## config.mk

```make
export PLATFORM = sky130hd
export DESIGN_NAME = control_word_unit
export DESIGN_NICKNAME = d
export VERILOG_FILES = /design/src/rtl/cwu_pkg.sv /design/src/rtl/cw_bus_capture.sv /design/src/rtl/control_word_unit.sv
export SDC_FILE = /design/constraint.sdc
export NUM_CORES = 1
export LEC_CHECK = 0
export CAP_MARGIN = 20
export CORE_AREA = 2 2 64 66
export CTS_CLUSTER_DIAMETER = 60
export DETAILED_ROUTE_END_ITERATION = 10
export DIE_AREA = 0 0 66 68
export MAX_ROUTING_LAYER = met4
export PLACE_DENSITY_LB_ADDON = 0.05
export SYNTH_ARGS = -nofsm -noshare
export SYNTH_HDL_FRONTEND = slang
export SYNTH_HIERARCHICAL = 1
export SYNTH_SLANG_ARGS = --single-unit
export TNS_END_PERCENT = 50
```

## constraint.sdc

```tcl
create_clock -name clk -period 2.35 [get_ports clk]
set_input_delay 0.235 -clock clk [delete_from_list [all_inputs] [get_ports clk]]
set_output_delay 0.235 -clock clk [all_outputs]
set_load 0.01 [all_outputs]
```

## src/rtl/cwu_pkg.sv

```systemverilog
// Shared constants, command encoding and mode normalisation for the
// interval-timer control-word decoder.
package cwu_pkg;

  // Select-counter value that marks a read-back command
  localparam logic [1:0] SC_READBACK = 2'b11;
  // Read/write field value that marks a counter-latch command
  localparam logic [1:0] RW_LATCH    = 2'b00;

  // Bit positions inside the control word
  localparam int SC_HI     = 7;
  localparam int SC_LO     = 6;
  localparam int RW_HI     = 5;
  localparam int RW_LO     = 4;
  localparam int M_HI      = 3;
  localparam int M_LO      = 1;
  localparam int BCD_BIT   = 0;
  localparam int RB_CNT_N  = 5;  // read-back: 0 = latch count
  localparam int RB_STS_N  = 4;  // read-back: 0 = latch status
  localparam int RB_SEL_LO = 1;  // read-back: channel 0 select bit

  typedef enum logic [1:0] {
    CMD_PROG     = 2'd0,
    CMD_LATCH    = 2'd1,
    CMD_READBACK = 2'd2,
    CMD_ILLEGAL  = 2'd3
  } cw_cmd_t;

  // Modes 6 and 7 are aliases of modes 2 and 3: drop bit 2 for them
  function automatic logic [2:0] norm_mode(input logic [2:0] m);
    logic [2:0] r;
    if (m[2:1] == 2'b11) begin
      r = {1'b0, m[1:0]};
    end else begin
      r = m;
    end
    return r;
  endfunction

endpackage

```

## src/rtl/cw_bus_capture.sv

```systemverilog
// Samples the CPU bus write strobe, holds the last bus value seen while the
// strobe was low, and flags a qualified control-word write on its rising edge.
module cw_bus_capture
  import cwu_pkg::*;
#(
  parameter logic [1:0] CW_ADDR = 2'b11
) (
  input  logic       clk,
  input  logic       rst_n,
  input  logic       wr_n,
  input  logic       cs_n,
  input  logic [1:0] addr,
  input  logic [7:0] data,
  output logic       commit,
  output logic [7:0] held_data
);

  logic       wr_q;
  logic       hold_cs_n_r;
  logic [1:0] hold_addr_r;
  logic [7:0] hold_data_r;

  // Previous-cycle sample of the write strobe; resets high so that reset
  // release can never look like a rising edge
  always_ff @(posedge clk or negedge rst_n) begin
    if (!rst_n) begin
      wr_q <= 1'b1;
    end else begin
      wr_q <= wr_n;
    end
  end

  // Hold register: the last bus sample taken while the strobe is low wins
  always_ff @(posedge clk or negedge rst_n) begin
    if (!rst_n) begin
      hold_cs_n_r <= 1'b0;
      hold_addr_r <= 2'b00;
      hold_data_r <= 8'h00;
    end else if (!wr_n) begin
      hold_cs_n_r <= cs_n;
      hold_addr_r <= addr;
      hold_data_r <= data;
    end else begin
      hold_cs_n_r <= hold_cs_n_r;
      hold_addr_r <= hold_addr_r;
      hold_data_r <= hold_data_r;
    end
  end

  // Rise of the strobe with a selected control-word address commits the word
  // on this very edge, so the decoder can update its registers immediately
  assign commit    = wr_n & ~wr_q & ~hold_cs_n_r & (hold_addr_r == CW_ADDR);
  assign held_data = hold_data_r;

endmodule

```

## src/rtl/control_word_unit.sv

```systemverilog
// Control-word decoder for the programmable interval timer: turns committed
// control words into per-channel program words and held latch requests that
// the counters acknowledge.
module control_word_unit
  import cwu_pkg::*;
#(
  parameter int         NUM_CNT = 3,
  parameter logic [1:0] CW_ADDR = 2'b11
) (
  input  logic                 clk,
  input  logic                 rst_n,
  input  logic                 cs_n,
  input  logic                 wr_n,
  input  logic [1:0]           addr,
  input  logic [7:0]           data,
  output logic [6*NUM_CNT-1:0] prog_data,
  output logic [NUM_CNT-1:0]   prog_valid,
  output logic [NUM_CNT-1:0]   latch_cnt_req,
  output logic [NUM_CNT-1:0]   latch_sts_req,
  input  logic [NUM_CNT-1:0]   latch_cnt_ack,
  input  logic [NUM_CNT-1:0]   latch_sts_ack,
  output logic                 cw_illegal
);

  logic       commit;
  logic [7:0] held_data;
  logic [1:0] sc_s;
  logic [1:0] rw_s;
  logic [2:0] mode_s;
  logic       bcd_s;
  cw_cmd_t    cmd_s;
  logic       cw_illegal_r;

  cw_bus_capture #(
    .CW_ADDR (CW_ADDR)
  ) u_capture (
    .clk       (clk),
    .rst_n     (rst_n),
    .wr_n      (wr_n),
    .cs_n      (cs_n),
    .addr      (addr),
    .data      (data),
    .commit    (commit),
    .held_data (held_data)
  );

  assign sc_s   = held_data[SC_HI:SC_LO];
  assign rw_s   = held_data[RW_HI:RW_LO];
  assign mode_s = held_data[M_HI:M_LO];
  assign bcd_s  = held_data[BCD_BIT];

  // Classify the held word; read-back with bit 0 set and absent channels are illegal
  always_comb begin
    cmd_s = CMD_ILLEGAL;
    if (sc_s == SC_READBACK) begin
      if (held_data[BCD_BIT]) begin
        cmd_s = CMD_ILLEGAL;
      end else begin
        cmd_s = CMD_READBACK;
      end
    end else if (int'(sc_s) < NUM_CNT) begin
      if (rw_s == RW_LATCH) begin
        cmd_s = CMD_LATCH;
      end else begin
        cmd_s = CMD_PROG;
      end
    end else begin
      cmd_s = CMD_ILLEGAL;
    end
  end

  // Illegal-word pulse, high only for the cycle after the committing edge
  always_ff @(posedge clk or negedge rst_n) begin
    if (!rst_n) begin
      cw_illegal_r <= 1'b0;
    end else begin
      cw_illegal_r <= commit & (cmd_s == CMD_ILLEGAL);
    end
  end

  assign cw_illegal = cw_illegal_r;

  for (genvar i = 0; i < NUM_CNT; i++) begin : g_ch
    logic [5:0] word_r;
    logic       pv_r;
    logic       cnt_r;
    logic       sts_r;
    logic       sel_s;
    logic       rb_sel_s;
    logic       prog_hit_s;
    logic       cnt_set_s;
    logic       sts_set_s;

    assign sel_s      = (sc_s == 2'(i));
    assign rb_sel_s   = held_data[RB_SEL_LO + i];
    assign prog_hit_s = commit & (cmd_s == CMD_PROG) & sel_s;
    assign cnt_set_s  = commit & (((cmd_s == CMD_LATCH) & sel_s) |
                                  ((cmd_s == CMD_READBACK) & rb_sel_s & ~held_data[RB_CNT_N]));
    assign sts_set_s  = commit & (cmd_s == CMD_READBACK) & rb_sel_s & ~held_data[RB_STS_N];

    // Program word and its one-cycle valid pulse
    always_ff @(posedge clk or negedge rst_n) begin
      if (!rst_n) begin
        word_r <= 6'd0;
        pv_r   <= 1'b0;
      end else begin
        pv_r <= prog_hit_s;
        if (prog_hit_s) begin
          word_r <= {rw_s, norm_mode(mode_s), bcd_s};
        end else begin
          word_r <= word_r;
        end
      end
    end

    // Latch requests: programming clears, a set beats a same-edge ack,
    // and an ack alone clears on the next edge
    always_ff @(posedge clk or negedge rst_n) begin
      if (!rst_n) begin
        cnt_r <= 1'b0;
        sts_r <= 1'b0;
      end else if (prog_hit_s) begin
        cnt_r <= 1'b0;
        sts_r <= 1'b0;
      end else begin
        if (cnt_set_s) begin
          cnt_r <= 1'b1;
        end else if (latch_cnt_ack[i]) begin
          cnt_r <= 1'b0;
        end else begin
          cnt_r <= cnt_r;
        end
        if (sts_set_s) begin
          sts_r <= 1'b1;
        end else if (latch_sts_ack[i]) begin
          sts_r <= 1'b0;
        end else begin
          sts_r <= sts_r;
        end
      end
    end

    assign prog_data[6*i +: 6] = word_r;
    assign prog_valid[i]       = pv_r;
    assign latch_cnt_req[i]    = cnt_r;
    assign latch_sts_req[i]    = sts_r;
  end

endmodule

```

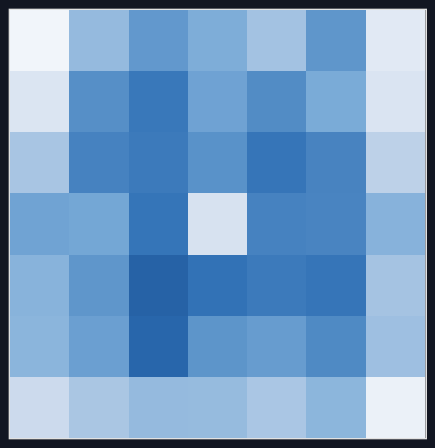
*Placement density heat map, run 1*
7 x 7 tiles, from white (low) to dark blue (high), 0 to 100% covered.
densest ninth of the die	centre
mean over tiles	49%
fullest tile	80%
tiles over 75% full	4.1%

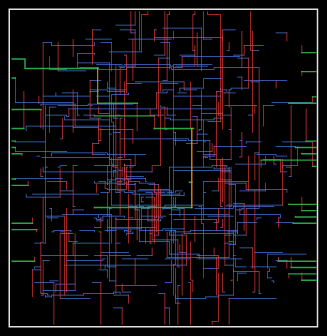
*Metal layers overlaid, run 1*
layer	colour	wire length
met2	red	1500 um
met3	green	177 um
met1	blue	1430 um
met4	orange	24.5 um

==> impl_report.txt, run 1 <==
=== SYNTHESIS / PLACE & ROUTE SUMMARY ===
----------------------------------------------------
[Detailed routing]
  Vias after detailed routing ........................ 1077
  DRC errors left ........................ 0
  Met2 layer wire length in the routed design ........................ 1.50 mm
  Routed wirelength normalized by instance count ........................ 14.5 um

[Status]
  Outcome ........................ finished, final reports clean

[Final timing]
  Slew @ Worst Pin ........................ 0.855 ns
  Number of endpoints failing setup at the final stage ........................ 0
  Setup Total Neg Slack ........................ 0 ns
  Layout Skew ........................ 0.00486 ns
  Endpoints failing hold ........................ 0
  Unrepaired setup endpoints after global routing ........................ false

[Synthesis]
  Area of the mapped netlist ........................ 1720 um^2
  Share of synthesized registers carrying an async set or reset ........................ 100%
  AND-OR/OR-AND Cells, Area Fraction ........................ 3.56%
  Count of state elements after synthesis ........................ 40
  Cell Type Count ........................ 25
  Cell taking the most area after synthesis ........................ sky130_fd_sc_hd__dfrtp_1
  Mapped Cells ........................ 121
  Adders+Majority by Area ........................ 0%
  Synthesized chip area reported by yosys ........................ 1720 um^2

[Placed design]
  Number of buffers inserted by port buffering ........................ 47
  Half-perimeter wire length after detailed placement ........................ 2.24 mm
  Placer congestion estimate ........................ 0.740

[Critical path]
  Cell family with the largest share of critical-path delay ........................ buffers and inverters
  Termination of the worst setup path ........................ g_ch[1].word_r[5]
  Critical Path Stages ........................ 7
  Max incr delay on CP ........................ 0.47 ns
  Most frequent cell on the critical path ........................ sky130_fd_sc_hd__buf_4
  Launch point of the worst reg-to-reg path ........................ u_capture/wr_q
  Largest fanout of any net on the critical path ........................ 9

[Layout]
  Layout Area Growth over Synthesis ........................ 32.3%
  Most frequently placed logic cells in the final layout ........................ sky130_fd_sc_hd__clkdlybuf4s50_1, sky130_fd_sc_hd__dfrtp_1, sky130_fd_sc_hd__mux2_2, sky130_fd_sc_hd__mux2_4, sky130_fd_sc_hd__clkbuf_8
  Fraction of final layout cells sized beyond drive strength 1 ........................ 28.3%
  Net count, final ........................ 185

[Die]
  Number of core rows ........................ 23
  Standard cell core area ........................ 3860 um^2

[Global route]
  Global-route wire length before repair ........................ 4.97 mm

[Clock tree]
  Buffers from clock root to sink, at most ........................ 2
  Cts bufs inserted ........................ 5
  Buffer type at the clock tree root ........................ sky130_fd_sc_hd__clkbuf_8

----------------------------------------------------
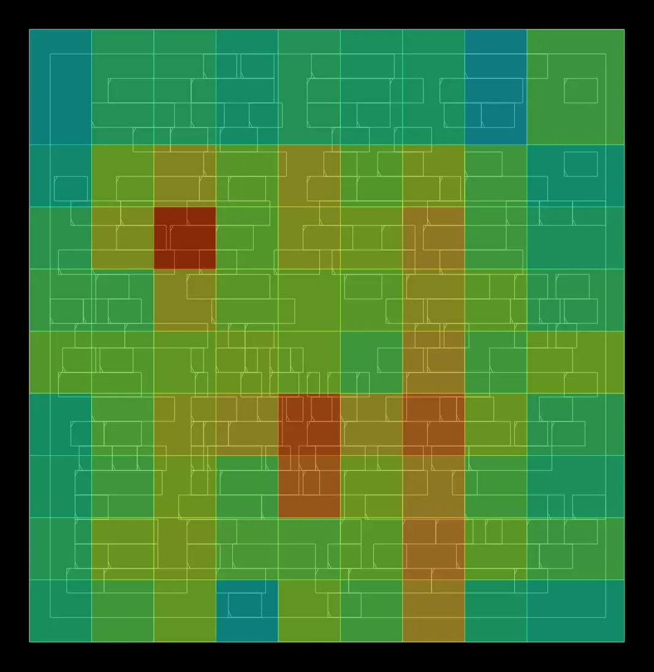
*Routing congestion map, run 1*
met2 Resource Use GR: 24.5%
met1 usage: 19.4%

-- run 1: final cells by class --
| class | count | area share, % |
|---|---|---|
| sequential | 40 | 44.0 |
| multi-input combinational | 64 | 26.9 |
| clock buffer | 6 | 3.63 |
| clock inverter | 2 | 0.440 |
| timing repair buffer | 51 | 21.8 |
| inverter | 3 | 0.495 |
| tap | 50 | 2.75 |
-- run 1: worst min path at each step --
stage / slack [ns] / end / cells after the start
finish: 0.05 / g_ch[0].word_r[4] / 1
CTS: 0.09 / g_ch[0].pv_r / 1
detailed placement: 0.40 / g_ch[0].pv_r / 1
global route: 0.13 / g_ch[2].word_r[4] / 1
floorplan: -0.06 / cw_illegal / 0
global placement: 0.39 / g_ch[0].sts_r / 1
-- run 1: state kept, by name (all words and copies together), names as in the netlist --
register,count
g_ch.word_r,18
u_capture/held_data,8
g_ch.cnt_r,3
g_ch.pv_r,3
g_ch.sts_r,3
u_capture/hold_addr_r,2
cw_illegal,1
u_capture/hold_cs_n_r,1
u_capture/wr_q,1
-- run 1: through the flow --
step           hold WS [ns]  util (%)  power (W)
2_1_floorplan       -0.0606         -   0.000962
3_3_place_gp          0.388      56.6    0.00113
3_5_place_dp          0.398      56.6    0.00114
4_1_cts              0.0890      59.0    0.00159
5_1_grt               0.128      59.0    0.00165
6_report             0.0543      59.0    0.00158
-- run 1: logic make-up (layout without fill, tap and decap cells) --
| kind of cell | Yosys count | in the layout |
|---|---|---|
| compound gates | 9 | 9 |
| buf+inv | 17 | 62 |
| flops | 40 | 40 |
| mux | 29 | 29 |
| simple gates | 26 | 26 |
-- run 1: power breakdown --
group	internal [W]	leakage (nW)	switching (W)
Clock	0.000234	0.0510	0.000224
Sequential	0.000762	0.522	0.0000627
Combinational	0.000196	0.440	0.000100
==> run 1 -> run 2 <==
Clock period 2.35 ns to 1.75 ns, I/O delays scaled along.
==> impl_report.txt, run 2 <==
=== SYNTHESIS / PLACE & ROUTE SUMMARY ===
----------------------------------------------------
[Layout]
  Fraction of final layout cells sized beyond drive strength 1 ........................ 32.8% (was 28.3%)
  Most frequently placed logic cells in the final layout ........................ sky130_fd_sc_hd__clkdlybuf4s50_1, sky130_fd_sc_hd__dfrtp_1, sky130_fd_sc_hd__mux2_2, sky130_fd_sc_hd__buf_4, sky130_fd_sc_hd__mux2_4 (was sky130_fd_sc_hd__clkdlybuf4s50_1, sky130_fd_sc_hd__dfrtp_1, sky130_fd_sc_hd__mux2_2, sky130_fd_sc_hd__mux2_4, sky130_fd_sc_hd__clkbuf_8)
  Reg with most FFs ........................ g_ch.word_r (unchanged)
  Net count, final ........................ 193 (was 185)
  Layout Area Growth over Synthesis ........................ 36.4% (was 32.3%)

[Global route]
  Global-route wire length before repair ........................ 5.24 mm (was 4.97 mm)

[Detailed routing]
  Met2 layer wire length in the routed design ........................ 1.58 mm (was 1.50 mm)
  Routed wirelength normalized by instance count ........................ 14.4 um (was 14.5 um)
  DRC errors left ........................ 0 (unchanged)

[Clock tree]
  Buffer type at the clock tree root ........................ sky130_fd_sc_hd__clkbuf_8 (unchanged)

[Final timing]
  Endpoints failing hold ........................ 13 (was 0)
  Hold_ws ........................ -0.00732 ns (was 0.0543 ns)
  Slew @ Worst Pin ........................ 0.848 ns (was 0.855 ns)
  Number of endpoints failing setup at the final stage ........................ 0 (unchanged)

[Synthesis]
  Cell Type Count ........................ 25 (unchanged)
  Count of state elements after synthesis ........................ 40 (unchanged)
  Share of synthesized registers carrying an async set or reset ........................ 100% (unchanged)
  Synthesized chip area reported by yosys ........................ 1720 um^2 (unchanged)
  Area of the mapped netlist ........................ 1720 um^2 (unchanged)
  Mapped Cells ........................ 121 (unchanged)
  Cell taking the most area after synthesis ........................ sky130_fd_sc_hd__dfrtp_1 (unchanged)

[Placed design]
  Number of buffers inserted by port buffering ........................ 47 (unchanged)
  Half-perimeter wire length after detailed placement ........................ 2.39 mm (was 2.24 mm)

[Die]
  Standard cell core area ........................ 3860 um^2 (unchanged)

[Power and ir drop]
  Overall power of the completed layout ........................ 0.00213 W (was 0.00158 W)

[Status]
  Violated checks ........................ negative hold slack
  Outcome ........................ complete, but fails checks (was finished, final reports clean)

[Critical path]
  Largest fanout of any net on the critical path ........................ 5 (was 9)

----------------------------------------------------
## run 2: cell counts after synthesis
No cell type changed its count.
## run 2: cell families (layout without fill, tap and decap cells)
kind of cell / count (synthesis) / after routing / share of synthesized area (%)
AOI/OAI and AO/OA: 9 / 9 / 3.56
buffers and inverters: 17 / 70 / 6.54
DFF: 40 / 40 / 58.3
muxes: 29 / 29 / 20.9
and+or+nand+nor: 26 / 26 / 10.7
## run 2: stage by stage
step | instance area (um^2) | utilization, % | setup TNS [ns] | cells
global route | 2350 | 60.8 | -0.00816 | 224
global placement | 2240 | 58.0 | -2.77 | 215
CTS | 2330 | 60.4 | 0 | 223
detailed placement | 2240 | 58.0 | -3.46 | 215
finish | 2350 | 60.8 | 0 | 224
floorplan | 1720 | - | 0 | 121
## run 2: power breakdown
group          internal, W  switching, W  leakage, nW
clock network     0.000314      0.000296       0.0510
registers          0.00102     0.0000798        0.522
logic             0.000271      0.000146        0.481
## run 2: what timing repair did
item,CTS,global route
hold buffers,0,0
endpoints found under the setup margin,0,17
buffers inserted,0,1
gates resized,0,3
## run 2: cell type report
type                       count  share of cell area (%)
multi-input combinational     64                    26.5
inverter                       3                   0.480
clock buffer                   6                    3.52
timing repair buffer          59                    23.7
tap                           50                    2.67
sequential                    40                    42.7
clock inverter                 2                   0.427
## run 2: worst max-delay path by stage
stage                              start           endpoint  slack, ns  cells past startpoint
final                     u_capture/wr_q  g_ch[2].word_r[4]       0.08                      6
after global placement              wr_n  g_ch[1].word_r[3]      -0.17                      6
after CTS                 u_capture/wr_q  g_ch[2].word_r[4]       0.02                      6
after detailed placement            wr_n  g_ch[2].word_r[4]      -0.23                      7
after floorplan           u_capture/wr_q  g_ch[2].word_r[0]       0.08                      5
after global routing      u_capture/wr_q  g_ch[2].word_r[3]     -0.004                      6
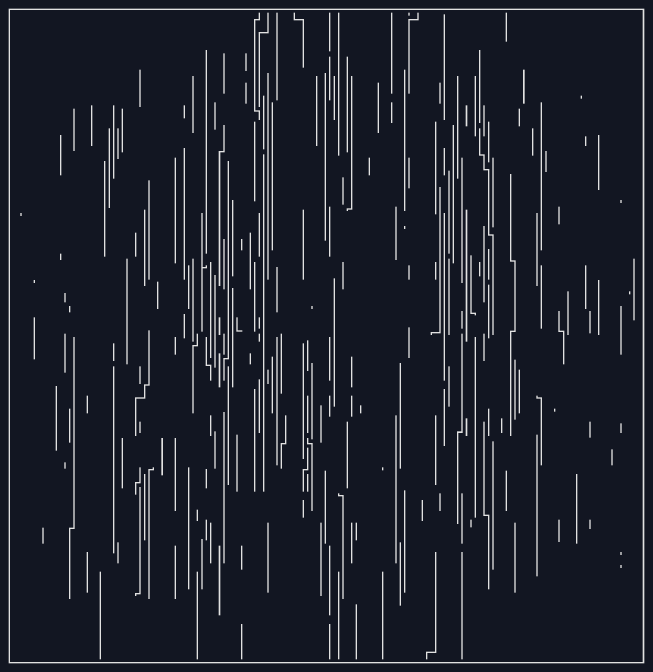
*The metal 2 layer, run 2*
main direction	vertical
nets with wire on the layer	171

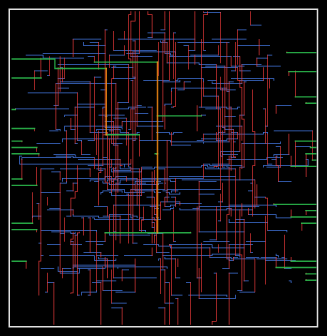
*Metal layers overlaid, run 2*
layer	colour	wire length
met2	red	1580 um
met4	orange	51.0 um
met1	blue	1420 um
met3	green	185 um

==> run 2 -> run 3 <==
Settings changed: CAP_MARGIN 20 to unset, PLACE_DENSITY set to 0.79, PLACE_DENSITY_LB_ADDON 0.05 to unset.
==> impl_report.txt, run 3 <==
=== SYNTHESIS / PLACE & ROUTE SUMMARY ===
----------------------------------------------------
[Layout]
  Reg with most FFs ........................ g_ch.word_r (unchanged)
  Fraction of final layout cells sized beyond drive strength 1 ........................ 31.0% (was 32.8%)
  Most frequently placed logic cells in the final layout ........................ sky130_fd_sc_hd__clkdlybuf4s50_1, sky130_fd_sc_hd__dfrtp_1, sky130_fd_sc_hd__mux2_2, sky130_fd_sc_hd__buf_4, sky130_fd_sc_hd__mux2_4 (unchanged)
  Net count, final ........................ 191 (was 193)
  Flip-flop count of the largest register, all copies and words added ........................ 18 (unchanged)
  Final Instance Area ........................ 2320 um^2 (was 2350 um^2)
  Layout Area Growth over Synthesis ........................ 35.1% (was 36.4%)
  Filler-free cell count of the finished design ........................ 221 (was 224)
  Final core occ ........................ 60.3% (was 60.8%)

[Synthesis]
  Cell Type Count ........................ 25 (unchanged)
  Share of synthesized registers carrying an async set or reset ........................ 100% (unchanged)
  Mapped Cells ........................ 121 (unchanged)
  Count of state elements after synthesis ........................ 40 (unchanged)
  Cell taking the most area after synthesis ........................ sky130_fd_sc_hd__dfrtp_1 (unchanged)
  Area of the mapped netlist ........................ 1720 um^2 (unchanged)

[Critical path]
  Crit path from ........................ u_capture/wr_q (unchanged)
  Max incr delay on CP ........................ 0.36 ns (about the same)
  Cell family with the largest share of critical-path delay ........................ simple AND/OR/NAND/NOR gates (unchanged)
  Largest fanout of any net on the critical path ........................ 9 (was 5)
  Launch point of the worst reg-to-reg path ........................ u_capture/wr_q (unchanged)
  Termination of the worst setup path ........................ g_ch[1].word_r[1] (was g_ch[2].word_r[4])
  Critical Path Stages ........................ 5 (was 6)

[Placed design]
  Number of buffers inserted by port buffering ........................ 47 (unchanged)
  Placer congestion estimate ........................ 0.841 (was 0.727)
  # placed instances ........................ 214 (was 215)
  Half-perimeter wire length after detailed placement ........................ 2.50 mm (was 2.39 mm)

[Clock tree]
  Cts bufs inserted ........................ 5 (unchanged)
  Buffer type at the clock tree root ........................ sky130_fd_sc_hd__clkbuf_8 (unchanged)
  Buffers from clock root to sink, at most ........................ 2 (unchanged)

[Final timing]
  Unrepaired setup endpoints after global routing ........................ false
  Number of endpoints failing setup at the final stage ........................ 0 (unchanged)
  Setup Total Neg Slack ........................ 0 ns (unchanged)
  Hold_ws ........................ -0.0148 ns (was -0.00732 ns)
  Endpoints failing hold ........................ 11 (was 13)
  Slew @ Worst Pin ........................ 0.864 ns (was 0.848 ns)
  Layout Skew ........................ 0.00815 ns (was 0.00278 ns)

[Die]
  Number of core rows ........................ 23 (unchanged)

[Power and ir drop]
  Overall power of the completed layout ........................ 0.00210 W (was 0.00213 W)

[Status]
  Outcome ........................ complete, but fails checks (unchanged)
  Violated checks ........................ negative hold slack (unchanged)

[Detailed routing]
  DRC errors left ........................ 0 (unchanged)

[Global route]
  Global-route wire length before repair ........................ 5.42 mm (was 5.24 mm)

----------------------------------------------------
==> run 3: cell counts after synthesis <==
Identical to the previous run, type by type.
==> run 3: what timing repair did <==
| action | in CTS | in global routing |
|---|---|---|
| hold buffers | 0 | 0 |
| gates resized | 0 | 1 |
| endpoints found under the setup margin | 0 | 1 |
| setup buffers | 0 | 0 |
==> run 3: cells by family (layout without fill, tap and decap cells) <==
kind of cell / Yosys count / after routing / share of synthesized area, %
flops: 40 / 40 / 58.3
compound gates: 9 / 9 / 3.56
mux: 29 / 29 / 20.9
buf+inv: 17 / 67 / 6.54
simple gates: 26 / 26 / 10.7
==> run 3: final cells by class <==
class / count / share of cell area [%]
well taps: 50 / 2.69
flip-flops and latches: 40 / 43.1
multi-input cells: 64 / 26.4
clock buffers: 5 / 2.96
clock inverters: 2 / 0.538
inverters: 3 / 0.484
repair buffers: 57 / 23.8
==> run 3: routing by layer <==
layer	routed length, um	up-vias	part of all wire [%]	track usage, %
li1	-	515	-	-
met1	1340	554	40	19.3
met2	1790	37	53	29.7
met3	169	8	5.0	3.45
met4	81	0	2.4	9.95
met5	0	-	0	-
==> run 3: worst min path at each step <==
stage               startpoint                 to  slack, ns  cells after the start
floorplan                rst_n         cw_illegal      -0.12                      0
global placement         rst_n  g_ch[2].word_r[5]       0.31                      1
detailed placement       rst_n  g_ch[2].word_r[5]       0.34                      1
CTS                      rst_n  g_ch[2].word_r[5]       0.02                      1
global route             rst_n  g_ch[0].word_r[2]       0.06                      1
finish                   rst_n  g_ch[2].word_r[5]      -0.01                      1
==> run 3: power breakdown <==
part           internal (W)  switching [W]  total (W)
registers           0.00102      0.0000834    0.00111
logic              0.000268       0.000145   0.000413
clock network      0.000270       0.000308   0.000578
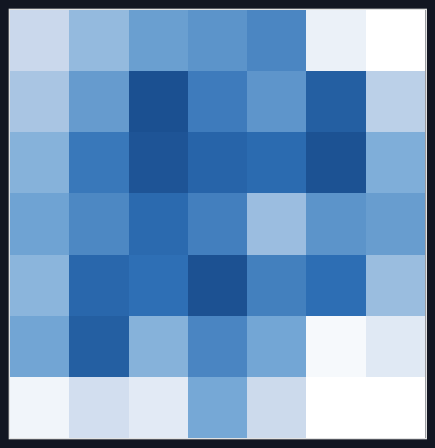
*Placement density heat map, run 3*
7 x 7 tiles, from white (low) to dark blue (high), 0 to 100% covered.
standard cell core area: 3860 um^2
FP Core Util: 44.6%

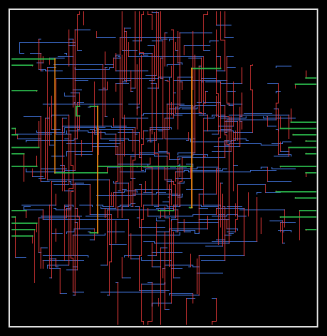
*Metal layers overlaid, run 3*
routed wirelength normalized by instance count: 15.3 um
vias after detailed routing: 1114
wire length reported by the detailed router: 3.38 mm
Global Route Usage Sum: 17.4%

Power and IR drop assume default switching activity.
